<file path="config.mk">
export PLATFORM = sky130hd
export DESIGN_NAME = ir_command_sequencer
export DESIGN_NICKNAME = d
export VERILOG_FILES = /design/src/rtl/ir_command_sequencer.sv
export SDC_FILE = /design/constraint.sdc
export NUM_CORES = 1
export LEC_CHECK = 0
export CORE_MARGIN = 8
export CORE_UTILIZATION = 25
export CTS_BUF_LIST = sky130_fd_sc_hd__clkbuf_8
export CTS_CLUSTER_DIAMETER = 50
export DETAILED_ROUTE_END_ITERATION = 7
export PLACE_DENSITY_LB_ADDON = 0.3
export SETUP_SLACK_MARGIN = 0.02
export SYNTH_ARGS = -nofsm -noshare
export SYNTH_HDL_FRONTEND = slang
export SYNTH_SLANG_ARGS = --single-unit
</file>
<file path="constraint.sdc">
create_clock -name CLK -period 3.1 [get_ports CLK]
set_input_delay 0.31 -clock CLK [delete_from_list [all_inputs] [get_ports CLK]]
set_output_delay 0.31 -clock CLK [all_outputs]
set_load 0.02 [all_outputs]
</file>
<file path="src/rtl/ir_command_sequencer.sv">
// rtl/ir_command_sequencer.sv - bus-written command FIFO that holds each IR car command for N packet slots
module ir_command_sequencer #(
    parameter logic [7:0] BASE_ADDR    = 8'h90,
    parameter int         DEPTH        = 4,
    parameter int         HOLD_PACKETS = 5
) (
    input  logic       CLK,
    input  logic       RST,
    input  logic [7:0] ADDR_IN,
    input  logic       BUS_WE,
    input  logic [7:0] DATA_IN,
    input  logic       SEND_PACKET,
    output logic [3:0] COMMAND,
    output logic       FIFO_FULL,
    output logic       FIFO_EMPTY,
    output logic [7:0] STATUS
);

    localparam int         PW        = (DEPTH == 4) ? 2 : 1;
    localparam logic [2:0] DEPTH_CNT = 3'(DEPTH);
    localparam logic [3:0] HOLD_DEF  = 4'(HOLD_PACKETS);

    typedef enum logic {IDLE, ACTIVE} state_t;

    state_t          state, state_n;
    logic [7:0]      mem [DEPTH];
    logic [PW-1:0]   wr_ptr, rd_ptr, wr_ptr_n, rd_ptr_n;
    logic [2:0]      count, count_n;
    logic            ovf, ovf_n;
    logic [3:0]      cur_cmd, cur_cmd_n;
    logic [3:0]      cur_hold, cur_hold_n;
    logic [3:0]      pkt_cnt, pkt_cnt_n, pkt_inc;
    logic [3:0]      command_n;
    logic            push_hit, flush, full, empty, pop, do_push;
    logic [7:0]      head;
    logic [3:0]      head_hold;

    assign push_hit  = BUS_WE && (ADDR_IN == BASE_ADDR);
    assign flush     = BUS_WE && (ADDR_IN == BASE_ADDR + 8'd1) && DATA_IN[0];
    assign full      = (count == DEPTH_CNT);
    assign empty     = (count == 3'd0);
    assign head      = mem[rd_ptr];
    assign head_hold = (head[7:4] == 4'd0) ? HOLD_DEF : head[7:4];
    assign pkt_inc   = pkt_cnt + 4'd1;

    assign FIFO_FULL  = full;
    assign FIFO_EMPTY = empty;

    always_comb begin
        state_n    = state;
        pop        = 1'b0;
        cur_cmd_n  = cur_cmd;
        cur_hold_n = cur_hold;
        pkt_cnt_n  = pkt_cnt;
        command_n  = (state == ACTIVE) ? cur_cmd : 4'd0;

        case (state)
            IDLE: begin
                if (!empty) begin
                    pop     = 1'b1;
                    state_n = ACTIVE;
                end
            end
            ACTIVE: begin
                if (SEND_PACKET) begin
                    pkt_cnt_n = pkt_inc;
                    if (pkt_inc == cur_hold) begin
                        if (!empty) begin
                            pop = 1'b1;
                        end else begin
                            state_n   = IDLE;
                            command_n = 4'd0;
                        end
                    end
                end
            end
            default: state_n = IDLE;
        endcase

        if (flush) begin
            state_n   = IDLE;
            pop       = 1'b0;
            command_n = 4'd0;
        end

        if (pop) begin
            cur_cmd_n  = head[3:0];
            cur_hold_n = head_hold;
            pkt_cnt_n  = 4'd0;
        end
    end

    // A pop on the same edge frees the slot a push into a full FIFO needs.
    assign do_push = push_hit && !flush && (!full || pop);

    always_comb begin
        count_n  = count + {2'b00, do_push} - {2'b00, pop};
        wr_ptr_n = do_push ? wr_ptr + 1'b1 : wr_ptr;
        rd_ptr_n = pop ? rd_ptr + 1'b1 : rd_ptr;
        ovf_n    = ovf | (push_hit && full && !pop);
        if (flush) begin
            count_n  = 3'd0;
            wr_ptr_n = '0;
            rd_ptr_n = '0;
            ovf_n    = 1'b0;
        end
    end

    always_ff @(posedge CLK) begin
        if (do_push) begin
            mem[wr_ptr] <= DATA_IN;
        end
    end

    always_ff @(posedge CLK) begin
        if (!RST) begin
            state    <= IDLE;
            wr_ptr   <= '0;
            rd_ptr   <= '0;
            count    <= 3'd0;
            ovf      <= 1'b0;
            cur_cmd  <= 4'd0;
            cur_hold <= 4'd0;
            pkt_cnt  <= 4'd0;
            COMMAND  <= 4'd0;
            STATUS   <= 8'h20;
        end else begin
            state    <= state_n;
            wr_ptr   <= wr_ptr_n;
            rd_ptr   <= rd_ptr_n;
            count    <= count_n;
            ovf      <= ovf_n;
            cur_cmd  <= cur_cmd_n;
            cur_hold <= cur_hold_n;
            pkt_cnt  <= pkt_cnt_n;
            COMMAND  <= command_n;
            STATUS   <= {ovf_n, count_n == DEPTH_CNT, count_n == 3'd0,
                         state_n == ACTIVE, 1'b0, count_n};
        end
    end

endmodule

</file>
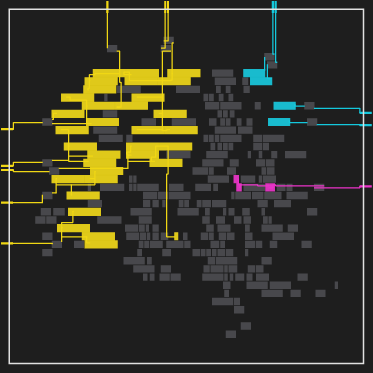
Run 1: port wiring
Scale: 3 px per um.
- yellow: DATA_IN (direction input; edge 5 west, 3 north; end cells 33; buffers 8; wire 434 um)
- magenta: SEND_PACKET (direction input; edge east; end cells 4; buffers 1; wire 51.0 um)
- cyan: COMMAND (direction output; edge 2 east, 2 north; end cells 4; buffers 4; wire 86.2 um)
Ports: 34
Buffers on Ports: 32

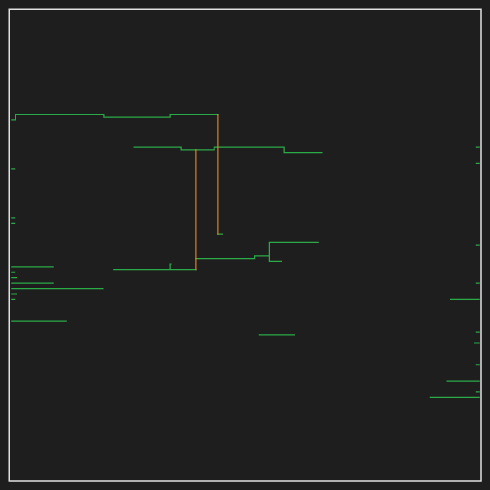
Run 1: metal layers overlaid
Scale: 4 px per um. Only two layers are drawn.
- green: metal 3 (wire length 271 um)
- orange: metal 4 (wire length 59.8 um)
Vias: 1662
Total GRT Usage: 8.02%
final WL: 5.44 mm

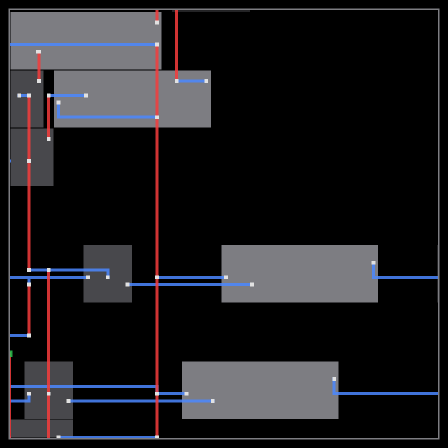
Run 1: close-up of the layout
Region (78, 78) to (98, 98) um. Cells in gray, sequential cells in the stronger gray; small squares are vias.
- green: metal 3
- red: metal 2
- blue: metal 1
- sequential cells in the window: 4
- netlist names of flops here include: COMMAND (4)
- cells with their middle in the window: 8
- most frequent: dfxtp_1 (4), and2_1 (4)

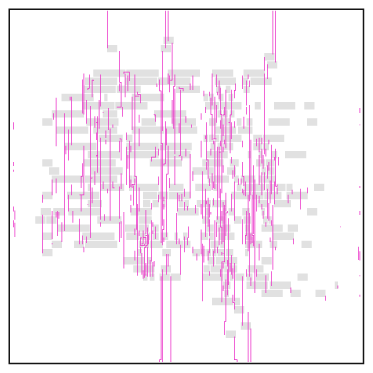
Run 1: M2 wires
Scale: 3 px per um.
- share of all routed wire: 46%
- nets with wire on the layer: 229
- main direction: vertical
met2 Track Usage GR: 12.4%

==> metrics.cfg, run 1 <==
[run_status]
status = complete, no violations

[grt]
busiest_layer = met2
grt_pass1_wl_mm = 8.54

[routing]
m1WireLength_mm = 2.61
drc = 0
route.met3.wl_um = 270

[yosys]
top_logic_kind = simple AND/OR/NAND/NOR gates
yosys_register_bits = 61
synthArstFlopShare_pct = 0
yosysWarnings = 0
yosysTopAreaCell = edfxtp_1
synthSimpleGateAreaFrac_pct = 11.9

[critical_path]
reg2reg_depth = 12
crit_type = in2reg
cp_num_cells = 12
max_stage_delay_ns = 0.58
crit_buf_inv = 1

[timing]
tns_ns = 0
setup_viol = 0
slew_violations = 0

[cts]
clk_latency_ns = 0.33
clockBufferDepth = 2

[power_and_ir_drop]
power.density_nw_per_um2 = 779
p_comb_share_pct = 35.5
p_int_mw = 1.71
p_seq_share_pct = 41.2
finalPower_mw = 2.57

[run]
cap_violations = 0
warnings = 29

[die]
fp_util_pct = 25.3

==> run 1 -> run 2 <==
- CTS_CLUSTER_SIZE: unset -> 28
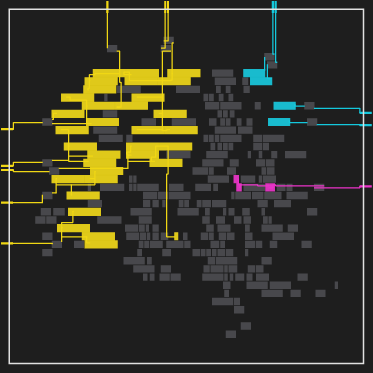
Run 2: port wiring
Scale: 3 px per um.
- magenta: SEND_PACKET (direction input; edge east; end cells 4; buffers 1; wire 51.0 um)
- yellow: DATA_IN (direction input; edge 5 west, 3 north; end cells 33; buffers 8; wire 434 um)
- cyan: COMMAND (direction output; edge 2 east, 2 north; end cells 4; buffers 4; wire 86.2 um)

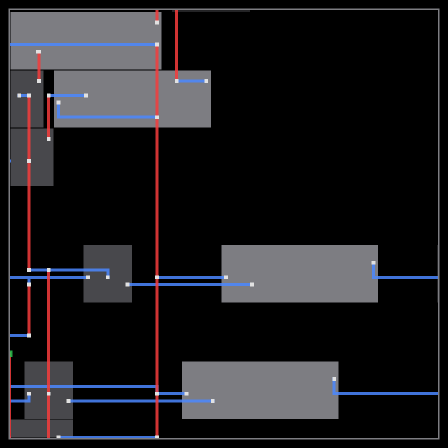
Run 2: close-up of the layout
Region (78, 78) to (98, 98) um. Cells in gray, sequential cells in the stronger gray; small squares are vias.
- blue: metal 1
- green: metal 3
- red: metal 2
- sequential cells in the window: 4
- most frequent: dfxtp_1 (4), and2_1 (4)
- cells with their middle in the window: 8
- netlist names of flops here include: COMMAND (4)

==> run 2 against run 1 <==
Compared with the run above:
- power is the same
- clock-buffer cell count is the same
- first-iteration DRC count is the same
- clock skew is the same
- via count is the same
- flip-flop count is the same
- worst setup slack is the same
- register-to-register slack is essentially flat
- non-clock buffer count is the same
- core utilization is the same
- sequential share of layout area is the same
- final area is the same
- highest routed layer unchanged
==> metrics.cfg, run 2 <==
[place]
port_buffers = 32

[critical_path]
cp_slowest_cell = or4_4
reg2reg_depth = 12
crit_buf_inv = 1
cp_num_cells = 12
max_stage_delay_ns = 0.58

[yosys]
synthArstFlopShare_pct = 0
yosysWarnings = 0
synthSimpleGateAreaFrac_pct = 11.9
top_logic_kind = simple AND/OR/NAND/NOR gates
yosys_register_bits = 61

[die]
fp_util_pct = 25.3
io_pins = 34

[routing]
totalWireLength_mm = 5.44
route.met3.wl_um = 270
vias = 1662
m1WireLength_mm = 2.61

[grt]
track_usage_pct = 8.02
met2_usage_pct = 12.4
busiest_layer = met2
grt_pass1_wl_mm = 8.54

[final_layout]
sh_seq_area_pct = 46.7

[cts]
clockBufferDepth = 2
cts-buffers-inserted = 9
clk_latency_ns = 0.33

[run_status]
status = complete, no violations

[power_and_ir_drop]
p_int_mw = 1.71
power.density_nw_per_um2 = 779
p_seq_share_pct = 41.2

[timing]
slew_violations = 0
tns_ns = 0
setup_viol = 0

[run]
warnings = 29
cap_violations = 0

==> run 2 -> run 3 <==
- REMOVE_ABC_BUFFERS: unset -> 1
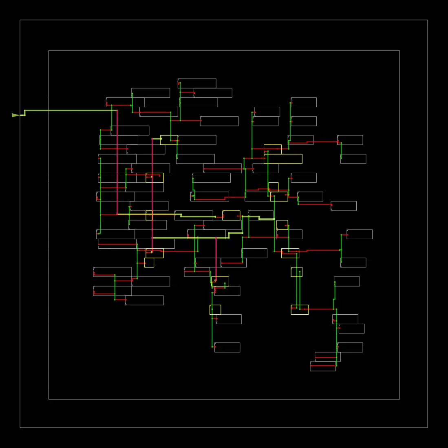
Run 3: clock routing
Final Skew: 0.00563 ns
total CTS buffers: 9
CLK BUF: 9
flip-flops: 61
clk latency late pin: 0.33 ns

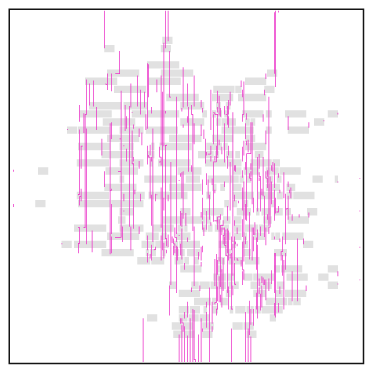
Run 3: M2 wires
Scale: 3 px per um.
- longest straight run: 52.7 um
- wire length on this layer: 2670 um
- share of all routed wire: 51%
- nets with wire on the layer: 220
- main direction: vertical
met2 Track Usage GR: 13.8%
final WL: 5.20 mm

==> run 3 against run 2 <==
Compared with the run above:
- flip-flop count did not move
- critical path depth did not move
- hold slack improved by 0.0086 ns
- sequential share of layout area fell by 0.46 points
- clock power rose by 17%
- register-to-register slack improved by 0.05 ns
- largest power group unchanged
==> metrics.cfg, run 3 <==
[power_and_ir_drop]
clkPwrFrac_pct = 26.3
power.density_nw_per_um2 = 803
finalPower_mw = 2.68
p_comb_share_pct = 34.2
p_seq_share_pct = 39.5
p_int_mw = 1.80

[grt]
track_usage_pct = 8.04
busiest_layer = met2
grt_pass1_wl_mm = 8.77

[routing]
m1WireLength_mm = 2.25
drc = 0
wl_per_cell_um = 13.4
vias = 1665

[die]
fp_util_pct = 25.3

[final_layout]
sh_seq_area_pct = 46.3

[cts]
clockBufferDepth = 2

[critical_path]
cp_num_cells = 12
reg2reg_depth = 12
crit_buf_inv = 1
cp_slowest_cell = or4_4
crit_type = in2reg

[yosys]
top_logic_kind = simple AND/OR/NAND/NOR gates
synthArstFlopShare_pct = 0
yosysTopAreaCell = edfxtp_1
yosys_register_bits = 61
synthSimpleGateAreaFrac_pct = 11.9
yosysWarnings = 0

[run_status]
status = complete, no violations

[place]
port_buffers = 32

[timing]
slew_violations = 0

[run]
warnings = 28

Power is estimated from default activity; no workload was simulated.
